**The metal 3 layer**

Scale: 1 px per um. Cells faint in the background.
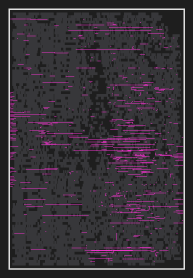
**Register map, names as in the netlist**

Scale: 1.5 px per um. Other sequential cells in the stronger gray, the rest of the logic in the fainter gray.
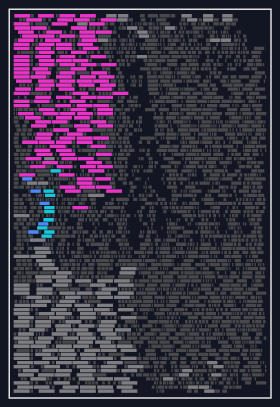
**Cells colored by class**

Scale: 2 px per um.
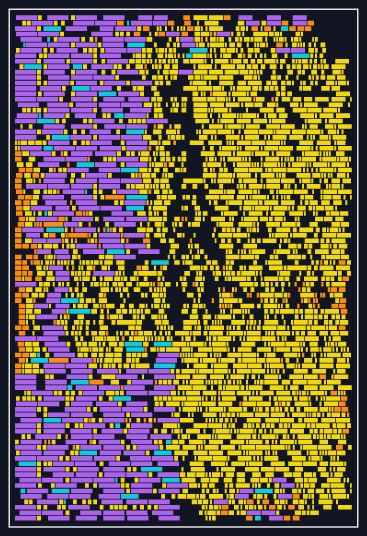
**Sizing map**

Scale: 1.5 px per um.
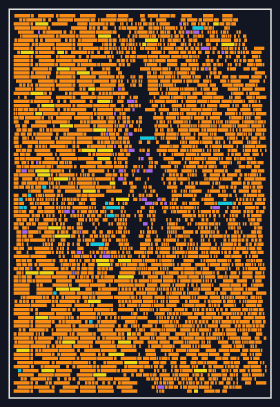
==> config.mk <==
export PLATFORM = sky130hd
export DESIGN_NAME = mdc_r2_stage
export DESIGN_NICKNAME = d
export VERILOG_FILES = /design/src/rtl/mdc_r2_stage.sv
export SDC_FILE = /design/constraint.sdc
export NUM_CORES = 1
export LEC_CHECK = 0
export CAP_MARGIN = 20
export CORE_ASPECT_RATIO = 1.5
export CORE_MARGIN = 2
export CORE_UTILIZATION = 69
export CTS_BUF_LIST = sky130_fd_sc_hd__clkbuf_8 sky130_fd_sc_hd__clkbuf_16
export DETAILED_ROUTE_END_ITERATION = 10
export GPL_TIMING_DRIVEN = 0
export PLACE_DENSITY_LB_ADDON = 0.2
export SLEW_MARGIN = 20
export SYNTH_ARGS = -nofsm -noshare
export SYNTH_HDL_FRONTEND = slang
export SYNTH_SLANG_ARGS = --single-unit
==> constraint.sdc <==
create_clock -name clk -period 24.9 [get_ports clk]
set_input_delay 7.47 -clock clk [delete_from_list [all_inputs] [get_ports clk]]
set_output_delay 7.47 -clock clk [all_outputs]
set_load 0.03 [all_outputs]
==> results.py <==
# Synthesis and PnR figures
metrics = {
    "outcome": {
        "status": "complete, no violations",
    },
    "global_routing": {
        "grt_max_degree": 60,
        "antenna_found_initial": 0,
        "grt_pass1_wl_um": 115000,
        "grt_remaining_overflow": 0,
    },
    "synth": {
        "yosys-stat-area_um2": 29700,
        "yosysSeqAreaShare": 0.321,
        "ys_types": 87,
        "syn_area_per_cell_um2": 10.6,
        "edf_count": 288,
        "ys_cells": 2801,
        "synthesis.area_um2": 29700,
        "top_area_cell": "edfxtp_1",
        "yosys_warnings": 0,
        "top_cell_area_share": 0.291,
        "synth-main-ff-cell": "edfxtp_1",
        "synth_cells": 2801,
        "floorplan.nets": 3420,
        "async_flop_share": 0,
    },
    "setup_path": {
        "crit_path_start_kind": "primary input",
        "max_stage_delay_ps": 990,
        "worst-path-max-fanout": 10,
        "endpoint_kind": "flop",
        "required_ps": 25370,
        "crit_top_cell": "fa_1",
        "cp.arrival_ps": 20060,
        "slowest_stage": "a31oi_1",
        "path_class": "in2reg",
        "rr_worst_depth": 35,
    },
    "timing": {
        "tightest_slew_ps": 1230,
        "drv_slew": 0,
        "final.setup_skew_ps": 17.8,
        "period_needed_ps": 19590,
        "rsz0062_at_grt": "false",
        "setup_viol": 0,
        "final-hold-violation-count": 0,
        "relSlewSlack": 0.176,
        "fin_crit_sh": 0.787,
    },
    "cts": {
        "clkTransAtPathRegs_ps": 70,
        "h-tree-depth": 1,
        "cts_resized": 0,
        "cts_root_buf": "clkbuf_16",
        "insertion_delay_ps": 570,
        "cts_tree": "yes",
        "post_cts_buffers": 0,
        "cts_buffer_depth": 3,
        "cts_hold_buf": 0,
        "cts_buffers": 30,
    },
    "route": {
        "drc": 0,
        "antenna_left": 0,
        "avgRoutedWirePerCell_um": 20.4,
        "dr.first_iter.drc_count": 1136,
        "dr.pass1.iters": 5,
    },
    "placed_design": {
        "place_congestion": 0.946,
        "placed_area_um2": 31600,
        "dp_slack_ps": 5200,
        "place_hpwl_um": 57900,
        "port_buffers": 99,
    },
    "run": {
        "warnings": 47,
    },
    "cells_and_area": {
        "nNetsFinal": 3556,
        "drive_gt1_frac": 0.0351,
        "stdcell_count": 3530,
        "num_antenna_cells": 0,
    },
    "floorplanning": {
        "fp_util": 0.696,
        "chipArea_um2": 44800,
        "die_y_um": 258,
        "die_x_um": 173,
    },
}
About 'the metal 3 layer':
- main direction: horizontal
- share of all routed wire: 4.8%
- nets with wire on the layer: 303
- longest straight run: 82.6 um
- wire length on this layer: 3490 um
met3 track utilization from global routing: 0.0392
total vias in the final route: 20.4k
final WL: 72200 um

About 'register map, names as in the netlist':
- magenta: dl_re (flops 144; where top left)
- cyan: out_up_im (flops 9; where left middle)
- blue: cnt (flops 5; where left middle)
- not colored: 174
sequential share of cell area: 0.292
utilization after layout: 0.763

About 'cells colored by class':
- orange: remaining buffers and delay cells (cells 221; share of their area 5.0%)
- yellow: remaining logic cells (cells 2352; share of their area 62%)
- purple: sequential cells (cells 332; share of their area 30%)
- cyan: clock drivers and dummy loads (cells 55; share of their area 3.3%)
Rows: 93
Final Cell Area: 32600 um2
CORE AREA: 42700 um2

About 'sizing map':
- cyan: x3 and x4 (cells 15; most used buf_4)
- purple: x2 (cells 41; most used buf_2)
- orange: x1 and smaller (cells 2856; most used inv_1)
- yellow: x6 and larger (cells 48; most used clkbuf_16)
Area Growth Syn to Fin: 9.72%
Non-clk bufs: 221
min setup slack post-route: 5310 ps

synth_stat cells, types with 14 or more instances:
master	instances
inv_1	432
fa_1	366
and2_1	328
edfxtp_1	288
ha_1	195
nand2_1	190
nor2b_1	143
nor2_1	140
clkbuf_1	96
a21oi_1	68
xnor2_1	65
o21ai_0	60
dfxtp_1	44
mux2i_1	39
a211oi_1	29
nand3_1	26
xor2_1	24
a21o_1	23
nand2b_1	23
nor3_1	19
o21bai_1	14
metal layers:
metal,GRT usage,share of wire,wire [um]
met5,0,0,0
met3,0.0392,0.048,3490
met1,0.346,0.33,24000
met4,0.282,0.10,7250
met2,0.606,0.52,37400
cell usage in the layout, fill, tap and decap left out, types with 19 or more instances in the layout:
cell type / n
xor2_1: 24
o21ai_0: 60
nand2_1: 190
a211oi_1: 28
clkdlybuf4s50_1: 99
nand2b_1: 23
inv_1: 437
fa_1: 366
ha_1: 195
mux2i_1: 39
clkbuf_16: 31
clkbuf_1: 96
nor2_1: 140
a21oi_1: 68
nand3_1: 26
xnor2_1: 65
nor2b_1: 143
a21o_1: 23
dfxtp_1: 44
edfxtp_1: 288
nor3_1: 19
and2_1: 328
through the flow:
step           hold WS, ps   util
2_1_floorplan          450      -
3_3_place_gp           427  0.736
3_5_place_dp           436  0.739
4_1_cts                446  0.763
5_1_grt                489  0.763
6_report               438  0.763
worst max-delay path, delay by kind of cell:
kind	cells	cell delay [ps]
and+or+nand+nor	6	1640
AOI/OAI and AO/OA	13	4540
buffers and inverters	5	1320
xor gates and xnor gates	1	640
muxes	1	390
adders and majority gates	9	4050
cell families after synthesis:
group / share of synthesized area
AOI/OAI and AO/OA: 0.0696
xor gates and xnor gates: 0.0262
adders and majority gates: 0.331
buffers and inverters: 0.0706
DFF: 0.321
muxes: 0.0143
and+or+nand+nor: 0.167
cell type report:
type | instances | area (um2)
plain buffers | 117 | 477
multi-input cells | 1920 | 18100
inverters | 432 | 1620
repair buffers | 104 | 1120
fillers | 2868 | 10100
well taps | 570 | 713
clock buffers | 34 | 817
flip-flops and latches | 332 | 9530
clock inverters | 21 | 221
